<file path="config.mk">
export PLATFORM = sky130hd
export DESIGN_NAME = mem_access_ctrl
export DESIGN_NICKNAME = d
export VERILOG_FILES = /design/src/rtl/mem_access_ctrl_pkg.sv /design/src/rtl/mem_access_ctrl_lane_align.sv /design/src/rtl/mem_access_ctrl.sv
export SDC_FILE = /design/constraint.sdc
export NUM_CORES = 1
export LEC_CHECK = 0
export ABC_CLOCK_PERIOD_IN_PS = 5100
export CAP_MARGIN = 5
export CORE_MARGIN = 5
export CORE_UTILIZATION = 45
export CTS_CLUSTER_SIZE = 28
export DETAILED_ROUTE_END_ITERATION = 10
export GPL_ROUTABILITY_DRIVEN = 0
export PLACE_DENSITY = 0.81
export SETUP_SLACK_MARGIN = 0.5
export SLEW_MARGIN = 10
export SYNTH_ARGS = -nofsm -noshare
export SYNTH_HDL_FRONTEND = slang
export SYNTH_SLANG_ARGS = --single-unit
</file>
<file path="constraint.sdc">
create_clock -name clk -period 5.1 [get_ports clk]
set_input_delay 1.02 -clock clk [delete_from_list [all_inputs] [get_ports clk]]
set_output_delay 1.02 -clock clk [all_outputs]
set_load 0.05 [all_outputs]
</file>
<file path="src/rtl/mem_access_ctrl_pkg.sv">
// Shared types for the memory-access stage. pipes holds the stage-local types;
// common holds the data-bus request/response records.
package pipes;
  typedef enum logic [1:0] {MSZ_B = 2'd0, MSZ_H = 2'd1, MSZ_W = 2'd2, MSZ_D = 2'd3} msize_t;
  typedef enum logic [1:0] {S_IDLE, S_BUSY, S_HOLD, S_DRAIN} mem_state_t;

  function automatic logic is_aligned(input logic [2:0] off, input msize_t sz);
    unique case (sz)
      MSZ_B:   is_aligned = 1'b1;
      MSZ_H:   is_aligned = (off[0] == 1'b0);
      MSZ_W:   is_aligned = (off[1:0] == 2'b00);
      default: is_aligned = (off == 3'b000);
    endcase
  endfunction
endpackage

package common;
  typedef struct packed {
    logic          valid;
    logic [63:0]   addr;
    pipes::msize_t size;
    logic [7:0]    strobe;
    logic [63:0]   data;
  } dbus_req_t;

  typedef struct packed {
    logic        addr_ok;
    logic        data_ok;
    logic [63:0] data;
  } dbus_resp_t;
endpackage

</file>
<file path="src/rtl/mem_access_ctrl_lane_align.sv">
// Byte-lane steering for the data bus: store strobe/data placement and
// load data extraction with zero/sign extension.
module mem_lane_align
  import pipes::*;
(
  input  logic [2:0]  off_i,
  input  msize_t      size_i,
  input  logic        write_i,
  input  logic        unsigned_i,
  input  logic [63:0] wdata_i,
  input  logic [63:0] rraw_i,
  output logic [7:0]  strobe_o,
  output logic [63:0] wdata_o,
  output logic [63:0] rdata_o
);
  logic [5:0]  sh;
  logic [63:0] rsh;
  logic [7:0]  base;

  assign sh  = {off_i, 3'b000};
  assign rsh = rraw_i >> sh;

  always_comb begin
    base = 8'h01;
    unique case (size_i)
      MSZ_B:   base = 8'h01;
      MSZ_H:   base = 8'h03;
      MSZ_W:   base = 8'h0F;
      default: base = 8'hFF;
    endcase
  end

  // Narrow strobes shift with the offset and fall off the top of the 8-bit lane.
  assign strobe_o = !write_i        ? 8'h00 :
                    (size_i == MSZ_D) ? 8'hFF : (base << off_i);
  assign wdata_o  = write_i ? (wdata_i << sh) : 64'd0;

  always_comb begin
    rdata_o = rraw_i;
    unique case (size_i)
      MSZ_B:   rdata_o = unsigned_i ? {56'd0, rsh[7:0]}  : {{56{rsh[7]}},  rsh[7:0]};
      MSZ_H:   rdata_o = unsigned_i ? {48'd0, rsh[15:0]} : {{48{rsh[15]}}, rsh[15:0]};
      MSZ_W:   rdata_o = unsigned_i ? {32'd0, rsh[31:0]} : {{32{rsh[31]}}, rsh[31:0]};
      default: rdata_o = rraw_i;
    endcase
  end
endmodule

</file>
<file path="src/rtl/mem_access_ctrl.sv">
// Memory-stage data-bus controller: one outstanding access, flush/drain handling.
// Optional MEM_MISALIGN_CHECK_EN traps unaligned accesses without a bus cycle.
module mem_access_ctrl
  import pipes::*, common::*;
(
  input  logic        clk,
  input  logic        reset,
  input  logic        req_valid,
  input  logic        req_write,
  input  logic [63:0] req_addr,
  input  msize_t      req_size,
  input  logic        req_unsigned,
  input  logic [63:0] req_wdata,
  input  logic        flush,
  input  logic        advance,
  output dbus_req_t   dreq,
  input  dbus_resp_t  dresp,
  output logic        stall,
  output logic        done,
  output logic [63:0] rdata,
  output logic        misalign
);
  mem_state_t  state_q, state_d;
  logic [63:0] addr_q, addr_d, wdata_q, wdata_d, rdata_q, rdata_d;
  msize_t      size_q, size_d;
  logic        write_q, write_d, uns_q, uns_d, mis_q, mis_d;
  logic        bus_vld, misaligned_in;
  logic [7:0]  strobe;
  logic [63:0] bus_data, ext_data;
  logic        unused_addr_ok;

  assign unused_addr_ok = dresp.addr_ok;

`ifdef MEM_MISALIGN_CHECK_EN
  assign misaligned_in = !is_aligned(req_addr[2:0], req_size);
`else
  assign misaligned_in = 1'b0;
`endif

  mem_lane_align u_align (
    .off_i      (addr_q[2:0]),
    .size_i     (size_q),
    .write_i    (write_q),
    .unsigned_i (uns_q),
    .wdata_i    (wdata_q),
    .rraw_i     (dresp.data),
    .strobe_o   (strobe),
    .wdata_o    (bus_data),
    .rdata_o    (ext_data)
  );

  always_comb begin
    state_d = state_q;
    addr_d  = addr_q;
    size_d  = size_q;
    write_d = write_q;
    uns_d   = uns_q;
    wdata_d = wdata_q;
    rdata_d = rdata_q;
    mis_d   = mis_q;
    stall   = 1'b0;
    done    = 1'b0;
    bus_vld = 1'b0;
    unique case (state_q)
      S_IDLE: begin
        if (req_valid && !flush) begin
          stall   = 1'b1;
          addr_d  = req_addr;
          size_d  = req_size;
          write_d = req_write;
          uns_d   = req_unsigned;
          wdata_d = req_wdata;
          rdata_d = 64'd0;
          mis_d   = misaligned_in;
          state_d = misaligned_in ? S_HOLD : S_BUSY;
        end
      end
      S_BUSY: begin
        stall   = 1'b1;
        bus_vld = 1'b1;
        if (dresp.data_ok) begin
          if (flush) state_d = S_IDLE;
          else begin
            state_d = S_HOLD;
            rdata_d = write_q ? 64'd0 : ext_data;
          end
        end else if (flush) begin
          state_d = S_DRAIN;
        end
      end
      // Killed access: keep the bus request up until the slave answers.
      S_DRAIN: begin
        stall   = 1'b1;
        bus_vld = 1'b1;
        if (dresp.data_ok) state_d = S_IDLE;
      end
      S_HOLD: begin
        done = !flush;
        if (flush || advance) state_d = S_IDLE;
      end
      default: state_d = S_IDLE;
    endcase
  end

  always_ff @(posedge clk) begin
    if (reset) begin
      state_q <= S_IDLE;
      addr_q  <= 64'd0;
      size_q  <= MSZ_B;
      write_q <= 1'b0;
      uns_q   <= 1'b0;
      wdata_q <= 64'd0;
      rdata_q <= 64'd0;
      mis_q   <= 1'b0;
    end else begin
      state_q <= state_d;
      addr_q  <= addr_d;
      size_q  <= size_d;
      write_q <= write_d;
      uns_q   <= uns_d;
      wdata_q <= wdata_d;
      rdata_q <= rdata_d;
      mis_q   <= mis_d;
    end
  end

  // Reset drops the bus request in the same cycle it is asserted.
  assign dreq.valid  = bus_vld & ~reset;
  assign dreq.addr   = addr_q;
  assign dreq.size   = size_q;
  assign dreq.strobe = strobe;
  assign dreq.data   = bus_data;
  assign rdata       = rdata_q;
  assign misalign    = mis_q & done;
endmodule
</file>
### Met1 routing, run 1

(2 px per micron) Supply wires on this layer in gray.
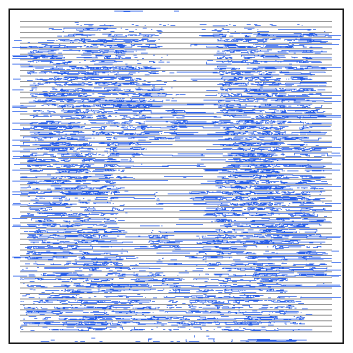
nets with wire on the layer: 1718
main direction: horizontal
share of all routed wire: 37%
wire length on this layer: 16800 microns
via count: 12070
met1 Track Usage GR: 37.46%

### The metal 2 layer, run 1

(1.5 px per micron)
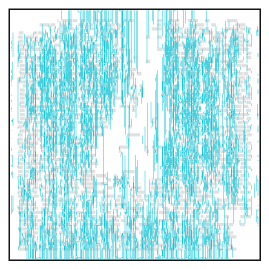
nets with wire on the layer: 1612
main direction: vertical
GRT met2 Usage: 51.40%
wirelength, routed: 44860 microns

==> out/results.ini, run 1 <==
[worst_setup_path]
critPathMaxStageDelay_ps=940
path_depth=5
cp_max_fo=21
arrival_ps=3440
timing.reg2reg.worst_path_depth=7
critical_path.startpoint_type=register
reg2reg_to=rdata[55]
required_worst_endpoint_ps=4080

[logic_synthesis]
post_synth_main_logic_family=AND-OR/OR-AND gates
top_cell_area_share_pct=36.08
synth_xor_xnor_area_share_pct=0
post_synth_main_area_contributors=dfxtp_1 36%, nand2_1 11%, mux2i_1 8.7%, a21oi_1 7.7%, mux4_2 5.5%
area_fraction_in_mux_cells_pct=15.52
synth_area_leader_cell=dfxtp_1
postSynth.asyncResetShare_pct=0
area_share_of_and_or_or_and_cells_after_synthesis_pct=23.64
dominant_cell_by_count_in_the_synthesized_netlist=nand2_1

[timing]
hold_viol=0
layout_min_cycle_time_ps=4456
finalSetupViolations=0
max_freq_mhz=224.4
whs_ps=455.0

[route]
highest_layer=met5
drt-vias-per-instance=5.961
wirelength_met1_microns=16790
first_iter_violations=1080

[run]
drv.max_cap_violation_count=0

[final_layout]
number_of_diodes_added_for_antenna_fixing=1
fin_util_pct=65.27
comb.multi_input.count=1033
layout.cells.most_common=clkdlybuf4s50_1
layoutNonFillerInstCount=2025
final-nonclk-buf-share_pct=27.15
clock_buffers=17
layout.cells.largest_class=combinational gates

[min_path]
worst_hold_path_type=reg -> reg

[outcome]
run_status=finished, final reports clean

[pwr]
switching_power_mw=1.292
static-leakage-power_nw=5.454
internal_power_mw=2.645

[floorplanning]
std_cell_rows=57
die_area_sq_mm=0.02764
pin_count=409
fp.dieW_microns=166.3

[clock_tree]
hold_buffer_count_at_cts=0
clock_sink_count=198
clkSlewWorstSetupHoldPaths_ps=80

[place]
place_hpwl_microns=32630
place_ws_ps=1040

[global_routing]
grt_pass1_wl_microns=68450

### Metal 3, run 1

(2 px per micron)
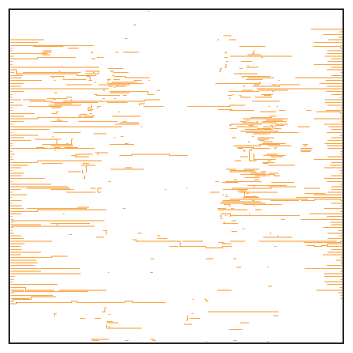
share of all routed wire: 9.9%
wire length on this layer: 4440 microns
main direction: horizontal
longest straight run: 55.4 microns
GR Util met3: 7.879%

==> inputs of run 2 (changes only) <==
PLACE_DENSITY = 0.8   (was 0.81)
SYNTH_HIERARCHICAL = 1   (was unset)
### Placement view, run 2

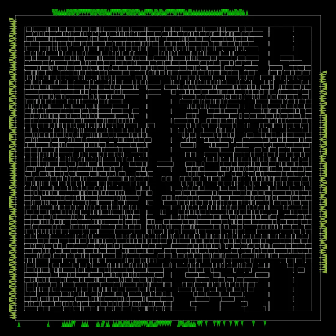
count of filler cells inserted in the layout: 2238
core area: 0.02606 sq mm

==> run 2 against run 1 <==
Against the previous run: clock skew is 1.5 ps lower; sequential cell count did not move; setup slack got worse by 37 ps; hold slack gained 0.90 ps; critical path depth shrank 1; global-route usage shrank 2.0 points; via count is 2.8% higher; clock power is essentially flat; non-clock buffer count fell by 1; critical endpoint is now dreq[56].
==> out/results.ini, run 2 <==
[worst_setup_path]
cp_max_fo=69  ; was 21
path_depth=4  ; was 5
required_worst_endpoint_ps=4080  ; about the same
reg2reg_to=rdata[16]  ; was rdata[55]

[timing]
finalSetupViolations=0  ; unchanged
max_freq_mhz=222.6  ; was 224.4 MHz
whs_ps=455.9  ; was 455.0 ps

[route]
first_iter_violations=1287  ; was 1080
via_count=12420  ; was 12070
route.final.wire_length_microns=45520  ; was 44860 microns
highest_layer=met5  ; unchanged
wirelength_met1_microns=16870  ; was 16790 microns

[pwr]
static-leakage-power_nw=5.520  ; was 5.454 nW

[outcome]
run_status=finished, final reports clean  ; unchanged

[run]
drv.max_cap_violation_count=0  ; unchanged

[final_layout]
final-nonclk-buf-share_pct=26.17  ; was 27.15%
layout.cells.largest_class=combinational gates  ; unchanged

[logic_synthesis]
top_cell_area_share_pct=33.36  ; was 36.08%
area_share_of_and_or_or_and_cells_after_synthesis_pct=14.11  ; was 23.64%

[floorplanning]
die_area_sq_mm=0.02976  ; was 0.02764 sq mm
pin_count=409  ; unchanged

[global_routing]
grt_util_met1_pct=33.72  ; was 37.46%

==> inputs of run 3 (changes only) <==
ABC_CLOCK_PERIOD_IN_PS = 4430   (was 5100)
CTS_CLUSTER_DIAMETER = 150   (was unset)
PLACE_DENSITY = 0.81   (was 0.8)
SYNTH_HIERARCHICAL = unset   (was 1)
clock period = 4.43 ns   (was 5.1 ns; I/O delays follow)
### Metal 3, run 3

(2 px per micron)
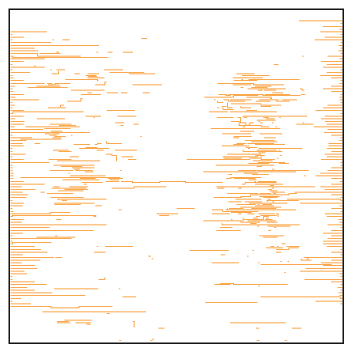
wire length on this layer: 4810 microns
main direction: horizontal
longest straight run: 51.5 microns
share of all routed wire: 11%
nets with wire on the layer: 386
via count: 12130
wirelength, routed: 45730 microns

==> run 3 against run 2 <==
Against the previous run: via count fell by 2.3%; sequential power rose by 15%; sequential cell count did not move; non-clock buffer count rose by 10; clock power rose by 23%; total power rose by 16%; die area fell by 7.1%; hold slack improved by 0.54 ps; clock skew rose by 2.2 ps; count of clock-buffer cells in the layout fell by 2; critical path type unchanged; largest cell class unchanged; largest power group unchanged.
==> out/results.ini, run 3 <==
[outcome]
run_status=finished, final reports clean  ; unchanged

[place]
place_hpwl_microns=33090  ; was 32120 microns
place_ws_ps=716.0  ; was 997.7 ps

[timing]
max_freq_mhz=265.6
hold_viol=0  ; unchanged
finalSetupViolations=0  ; unchanged
layout_min_cycle_time_ps=3765

[final_layout]
number_of_diodes_added_for_antenna_fixing=0  ; was 4
comb.multi_input.count=1033  ; was 1147
final-nonclk-buf-share_pct=28.00  ; was 26.17%
layout.cells.largest_class=combinational gates  ; unchanged
count_of_filler_cells_inserted_in_the_layout=1940  ; was 2238
clock_buffers=17  ; was 19

[clock_tree]
hold_buffer_count_at_cts=0  ; unchanged
clkSlewWorstSetupHoldPaths_ps=80  ; about the same
clock_sink_count=198  ; unchanged

[logic_synthesis]
dominant_cell_by_count_in_the_synthesized_netlist=nand2_1  ; unchanged
post_synth_main_logic_family=AND-OR/OR-AND gates  ; was simple AND/OR/NAND/NOR gates
top_cell_area_share_pct=36.08  ; was 33.36%
post_synth_main_area_contributors=dfxtp_1 36%, nand2_1 11%, mux2i_1 8.7%, a21oi_1 7.7%, mux4_2 5.5%  ; was dfxtp_1 33%, mux2i_1 13%, nand2_1 12%, a21oi_1 6.3%, mux4_2 4.4%

[floorplanning]
pin_count=409  ; unchanged
die_area_sq_mm=0.02764  ; was 0.02976 sq mm

[run]
drv.max_cap_violation_count=0  ; unchanged

[worst_setup_path]
path_depth=6  ; was 4
arrival_ps=2880  ; was 3470 ps

[route]
drt-vias-per-instance=5.964  ; was 5.772
first_iter_violations=1077  ; was 1287

[pwr]
internal_power_mw=3.091  ; was 2.697 mW
switching_power_mw=1.559  ; was 1.327 mW

[global_routing]
grt_pass1_wl_microns=68960  ; was 69300 microns
globalRouteMet2Util_pct=53.16  ; was 49.74%


## Gallery

Metal 4.
(2 px per micron) Supply wires on this layer in gray.
(a)
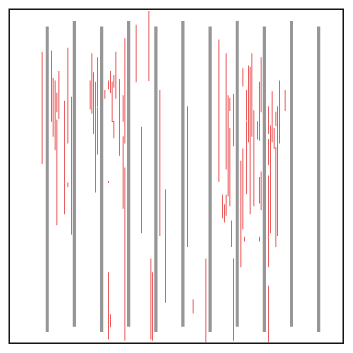
(b)
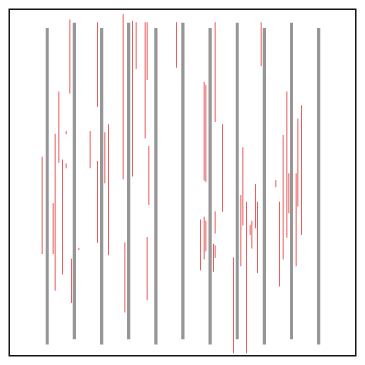
| picture | from |
|---|---|
| (a) | run 1 |
| (b) | run 2 |

Power and IR drop assume default switching activity.
